## config.mk

```make
export PLATFORM = sky130hd
export DESIGN_NAME = piso_serializer
export DESIGN_NICKNAME = d
export VERILOG_FILES = /design/src/rtl/piso_pkg.sv /design/src/rtl/piso_serializer.sv
export SDC_FILE = /design/constraint.sdc
export NUM_CORES = 1
export LEC_CHECK = 0
export ABC_AREA = 1
export CAP_MARGIN = 20
export CORE_ASPECT_RATIO = 1.4
export CORE_MARGIN = 2
export CORE_UTILIZATION = 35
export DETAILED_ROUTE_END_ITERATION = 16
export MAX_ROUTING_LAYER = met4
export PLACE_DENSITY = 0.62
export SLEW_MARGIN = 20
export SYNTH_ARGS = -nofsm -noshare
export SYNTH_HDL_FRONTEND = slang
export SYNTH_SLANG_ARGS = --single-unit
```

## constraint.sdc

```tcl
create_clock -name clk -period 2.7 [get_ports clk]
set_input_delay 0.27 -clock clk [delete_from_list [all_inputs] [get_ports clk]]
set_output_delay 0.27 -clock clk [all_outputs]
set_load 0.01 [all_outputs]
```

## src/rtl/piso_pkg.sv

```systemverilog
`default_nettype none
// ============================================================================
//  Module      : piso_pkg
//  Description : Shared types and helpers for the piso_serializer transmitter.
//                Holds the FSM state encoding and the bit-select function that
//                maps a shift position to a word bit for either bit order.
//  Revision    : 1.0 - initial release
// ============================================================================
package piso_pkg;

  // Widest word the bit-select helper can address (6-bit position).
  localparam int MAX_N = 64;

  typedef enum logic [1:0] {
    IDLE  = 2'd0,
    SHIFT = 2'd1,
    GAP   = 2'd2
  } piso_state_t;

  // Returns the word bit that belongs on the line when the bit counter reads
  // 'idx'. The counter runs from last down to 0, so MSB-first uses it directly
  // and LSB-first mirrors it.
  function automatic logic bit_sel(input logic [MAX_N-1:0] word,
                                   input logic [5:0]       idx,
                                   input logic [5:0]       last,
                                   input logic             msb_first);
    logic [5:0] pos;
    pos = msb_first ? idx : (last - idx);
    return word[pos];
  endfunction

endpackage
`default_nettype wire

```

## src/rtl/piso_serializer.sv

```systemverilog
`default_nettype none
// ============================================================================
//  Module      : piso_serializer
//  Description : Parallel-in / serial-out transmitter. Accepts N-bit words over
//                a valid/ready handshake and shifts them out one bit per clock,
//                with per-bit enable and start/end-of-word strobes and an
//                optional idle gap after each word.
//  Ports       : clk       - rising-edge clock
//                rst_n     - asynchronous active-low reset
//                din       - parallel word, sampled on acceptance
//                din_valid - upstream offers din
//                din_ready - a word can be accepted this cycle (combinational)
//                sout      - serial data bit (registered, 0 when idle)
//                sout_en   - sout carries a valid bit (registered)
//                sof       - first bit of a word on sout (registered)
//                eof       - last bit of a word on sout (registered)
//                busy      - FSM is in SHIFT or GAP
//  Revision    : 1.0 - initial release
// ============================================================================
module piso_serializer
  import piso_pkg::*;
#(
  parameter int N         = 8,   // word width, 2..64
  parameter int GAP       = 0,   // idle cycles after each word
  parameter bit MSB_FIRST = 1    // 1: bit N-1 first, 0: bit 0 first
) (
  input  logic         clk,
  input  logic         rst_n,
  input  logic [N-1:0] din,
  input  logic         din_valid,
  output logic         din_ready,
  output logic         sout,
  output logic         sout_en,
  output logic         sof,
  output logic         eof,
  output logic         busy
);

  localparam int         CW  = $clog2(N);
  localparam logic [5:0] NM1 = 6'(N - 1);

  piso_state_t   state_q, state_d;
  logic [N-1:0]  shreg_q, shreg_d;
  logic [CW-1:0] cnt_q, cnt_d;
  logic          sout_q, sout_d;
  logic          sout_en_q, sout_en_d;
  logic          sof_q, sof_d;
  logic          eof_q, eof_d;

  logic          w_accept;
  logic          w_gap_last;
  logic [CW-1:0] w_cnt_dec;

  assign w_cnt_dec = cnt_q - CW'(1);

  // Ready is gated by rst_n so nothing is offered while reset is held, even
  // though the state register already reads IDLE.
  assign din_ready = rst_n &
                     ((state_q == IDLE) |
                      ((state_q == SHIFT) & (cnt_q == '0) & (GAP == 0)) |
                      ((state_q == piso_pkg::GAP) & w_gap_last));

  assign w_accept = din_valid & din_ready;

  // --------------------------------------------------------------------------
  // Gap counter: only exists when an inter-word gap is configured. Loaded with
  // GAP-1 on the edge that leaves SHIFT so the last gap cycle reads 0.
  // --------------------------------------------------------------------------
  if (GAP > 0) begin : g_gap
    localparam int GW = $clog2(GAP + 1);
    logic [GW-1:0] gcnt_q, gcnt_d;

    always_comb begin
      gcnt_d = gcnt_q;
      if ((state_q == SHIFT) && (state_d == piso_pkg::GAP)) begin
        gcnt_d = GW'(GAP - 1);
      end else if ((state_q == piso_pkg::GAP) && (gcnt_q != '0)) begin
        gcnt_d = gcnt_q - GW'(1);
      end
    end

    always_ff @(posedge clk or negedge rst_n) begin
      if (!rst_n) begin
        gcnt_q <= '0;
      end else begin
        gcnt_q <= gcnt_d;
      end
    end

    assign w_gap_last = (gcnt_q == '0);
  end else begin : g_nogap
    assign w_gap_last = 1'b0;
  end

  // --------------------------------------------------------------------------
  // Next-state and registered-output logic. Outputs default to idle values,
  // so GAP and IDLE drive sout=0 / sout_en=0 without extra cases.
  // --------------------------------------------------------------------------
  always_comb begin
    state_d   = state_q;
    shreg_d   = shreg_q;
    cnt_d     = cnt_q;
    sout_d    = 1'b0;
    sout_en_d = 1'b0;
    sof_d     = 1'b0;
    eof_d     = 1'b0;

    case (state_q)
      IDLE: begin
        state_d = IDLE;
      end
      SHIFT: begin
        if (cnt_q != '0) begin
          cnt_d     = w_cnt_dec;
          sout_d    = bit_sel(64'(shreg_q), 6'(w_cnt_dec), NM1, MSB_FIRST);
          sout_en_d = 1'b1;
          eof_d     = (w_cnt_dec == '0);
        end else if (GAP > 0) begin
          state_d = piso_pkg::GAP;
        end else begin
          state_d = IDLE;
        end
      end
      piso_pkg::GAP: begin
        if (w_gap_last) begin
          state_d = IDLE;
        end
      end
      default: begin
        state_d = IDLE;
      end
    endcase

    // din_ready is only high in the cycles where a new word may start, so an
    // acceptance always overrides whatever transition the case chose.
    if (w_accept) begin
      state_d   = SHIFT;
      shreg_d   = din;
      cnt_d     = CW'(N - 1);
      sout_d    = bit_sel(64'(din), NM1, NM1, MSB_FIRST);
      sout_en_d = 1'b1;
      sof_d     = 1'b1;
      eof_d     = 1'b0;
    end
  end

  always_ff @(posedge clk or negedge rst_n) begin
    if (!rst_n) begin
      state_q   <= IDLE;
      shreg_q   <= '0;
      cnt_q     <= '0;
      sout_q    <= 1'b0;
      sout_en_q <= 1'b0;
      sof_q     <= 1'b0;
      eof_q     <= 1'b0;
    end else begin
      state_q   <= state_d;
      shreg_q   <= shreg_d;
      cnt_q     <= cnt_d;
      sout_q    <= sout_d;
      sout_en_q <= sout_en_d;
      sof_q     <= sof_d;
      eof_q     <= eof_d;
    end
  end

  assign sout    = sout_q;
  assign sout_en = sout_en_q;
  assign sof     = sof_q;
  assign eof     = eof_q;
  assign busy    = (state_q != IDLE);

endmodule
`default_nettype wire
```

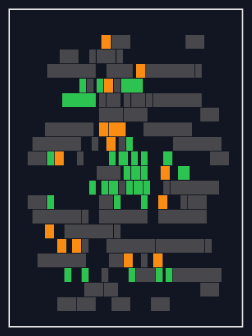
Figure 1: selected gate families.
| family | color | cells | most used |
|---|---|---|---|
| aoi and oai cells | orange | 14 | o21ai_1 |
| nand cells | green | 29 | nand2_1 |

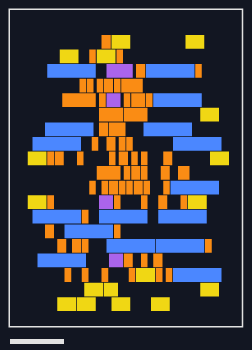
Figure 2: cell classes on the final placement.
Bar = 10 um.
| class | color | cells | share of their area |
|---|---|---|---|
| registers | blue | 16 | 43% |
| remaining buffers and delay cells | yellow | 17 | 18% |
| clock drivers and dummy loads | purple | 4 | 3.9% |
| remaining logic cells | orange | 67 | 36% |

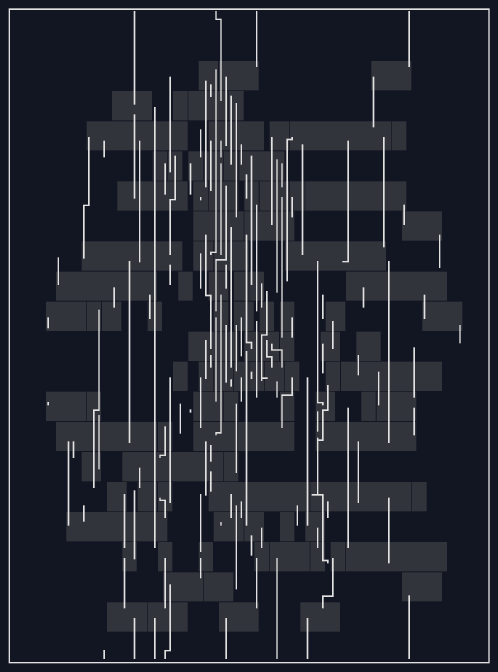
Figure 3: metal 2.
Cells faint in the background.
longest straight run: 39.8 um
wire length on this layer: 740 um
Vias: 589
DRT Wirelength: 1370 um
GR Layer Usage met2: 22.4%

==> results.ini <==
[run_status]
status=finished, final reports clean

[worst_setup_path]
reg2reg_slack_ns=0.98
cp_slowest_stage_delay_ns=0.54
crit_chain=inv_1 -> ha_1 -> ha_1 -> inv_2 -> nand2_4 -> inv_1 -> nor2_1 -> clkdlybuf4s50_1
crit_fanout=7
cp_slowest_cell=clkdlybuf4s50_1
worst_setup_path_start_kind=register
worstPathRequired_ns=2.43
arrival_ns=2.11
path_class=reg -> out
critPathTopFamily=buffers and inverters
crit_buf_inv=4
critPathCaptureType=primary output

[synth]
ys_chip_area_um2=756
synth_cell_types=15
most_common_cell=nand2_1
ff_type=dfrtp_1
topCellsByArea=dfrtp_1 (53%), nand2_1 (10%), inv_1 (7.5%), o21ai_1 (7.3%), ha_1 (5.0%)
ys.flops=16
ys_cells=85
postSynthSeqShare_pct=53.0
yosysWarnings=0
netlist.area_leader.share_pct=53.0
syn_area_per_cell_um2=8.89
yosys.area.top_type=dfrtp_1
syn_inst=85
synthesis.area_um2=756
common_cells=nand2_1 (21), dfrtp_1 (16), inv_1 (15)
synthArstFlopShare_pct=100
fp_nets=99
synth-edff-count=0

[floorplan]
die_w_um=43.3
die_area_um2=2550
fp.dieH_um=59.0
fp_util_pct=37.8
io-pin-count=17
fp.coreArea_um2=2000

[sta]
setup_viol=0
relSlewSlack_pct=78.6
fin_ws_ns=0.322
fmax_ghz=0.421
worst_slew_pin_slew_ns=0.320
period_used_pct=88.1
drv_slew=0
rsz0062_at_grt=false
fin_crit_ns=2.38
tns_ns=0
timing_hold_violations_final=0

[hold_path]
hp-class=in -> async

[cts]
cts-resized-gates=0
cts.path.max_buffers=2
ctsHoldBuffers=0
cts_buffers=3
clkSlewWorstSetupHoldPaths_ns=0.09
cts_max_level=1
clock-sinks=16
postCtsSetupBuffers=0
cts_tree=done
clk_latency_ns=0.29
cts-root-buf=clkbuf_4

[placement]
dp_hpwl_um=1040
numPortBuffers=16
dp_slack_ns=0.648
dp_cells=121
gp_congestion=0.797

[power_and_ir_drop]
leakage_nw=0.483
powerDensity_nw_per_um2=1140
finalPower_mw=1.10
ir_drop_v=0.000559

[job]
warnings=27
drv_cap=0

[drt]
wl_per_cell_um=11.0
initialDrtViolationCount=19
ant_nets=0
vias_per_cell=4.71
drcViolationCount=0
firstDrtPassIters=4

[global_route]
grt_pass1_wl_um=2340
grtUsageTotal_pct=13.0
antenna_found_initial=0
grt_max_degree=21
grt-ovfl-total=0
grt_pass1_vias=578

[layout]
drive_gt1_share_pct=10.6
utilization_pct=48.2
nNetsFinal=119
n_antenna_cell=0
fillerInstances=209
fin_cells=125
areaGrowthSynthToFinish_pct=27.5

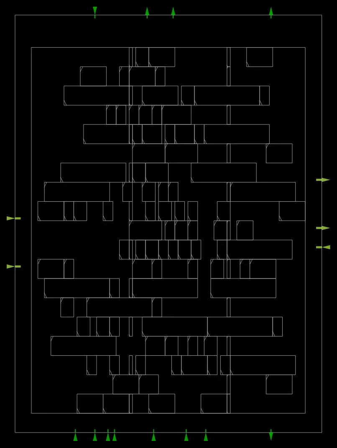
Figure 4: placed standard cells.
number of flip-flops and latches: 16
# rows: 19

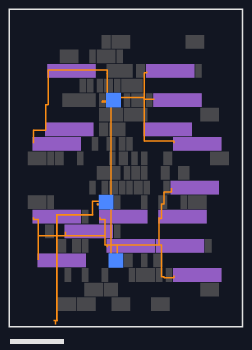
Figure 5: clock wires, drivers and flops.
Bar = 10 um.
[clock wires] orange | length: 193 um
[clock-net drivers] blue | count: 3
[flip-flops] purple | count: 16
routed clock nets: 4
clk_skew: 0.000832 ns
Clock Power: 0.157 mW
Clk pwr share: 14.3%

cells by family (layout without fill, tap and decap cells):
group,after synthesis,count (layout),synth area share (%)
AOI/OAI and AO/OA,14,14,9.77
adders and majority gates,3,3,4.97
buffers and inverters,19,38,11.4
DFF,16,16,53.0
and+or+nand+nor,33,33,20.9
path summary, 6_finish.rpt:
kind | startpoint | endpoint | cells after the start
min | rst_n | shreg_q[1] | 2
max | cnt_q[0] | din_ready | 8
min reg2reg | shreg_q[0] | shreg_q[0] | 2
max reg2reg | cnt_q[0] | cnt_q[1] | 9
min in group clk | din[2] | shreg_q[2] | 3
max in group asynchronous | rst_n | state_q[0] | 2
report_power, final:
group	internal, mW	switching (mW)	total [mW]
clock	0.0822	0.0748	0.157
combinational	0.229	0.317	0.546
sequential	0.351	0.0417	0.393
total	0.663	0.433	1.10
placed cells by master, fill, tap and decap left out, drive strengths merged:
master | Yosys | routed
nand2 | 23 | 23
inv | 17 | 17
dfrtp | 16 | 16
clkdlybuf4s50 | 0 | 16
o21ai | 11 | 11
nand3 | 6 | 6
clkbuf | 0 | 4
nor2 | 3 | 3
ha | 3 | 3
a21oi | 3 | 3
nor3b | 1 | 1
buf | 2 | 1
cell type report:
| cell class | count | area, um^2 | share of cell area (%) |
|---|---|---|---|
| clock buffers | 4 | 36.3 | 3.77 |
| multi-input cells | 50 | 269 | 27.9 |
| repair buffers | 17 | 168 | 17.4 |
| flip-flops and latches | 16 | 400 | 41.6 |
| inverters | 17 | 63.8 | 6.62 |
| well taps | 21 | 26.3 | 2.73 |
registers in the layout, indices dropped and copies added (netlist names):
| signal | cells |
|---|---|
| sout | 1 |
| shreg_q | 8 |
| sof | 1 |
| cnt_q | 3 |
| sout_en | 1 |
| state_q | 1 |
| eof | 1 |
metal layers:
layer | routed length (um) | part of all wire, % | vias up | global-route usage, %
met5 | 0 | 0 | - | -
met4 | 48 | 3.5 | 0 | 10.4
met3 | 41 | 3.0 | 5 | 1.22
met2 | 739 | 54 | 14 | 22.4
met1 | 541 | 39 | 271 | 13.1
li1 | - | - | 299 | -
through the flow:
stage               area [um^2]  hold slack (ns)
floorplan                   756          -0.0256
global placement            927            0.504
detailed placement          927            0.509
CTS                         963            0.326
global route                963            0.342
finish                      963            0.320
No activity file was given, so power comes from the tool's default toggle rates.
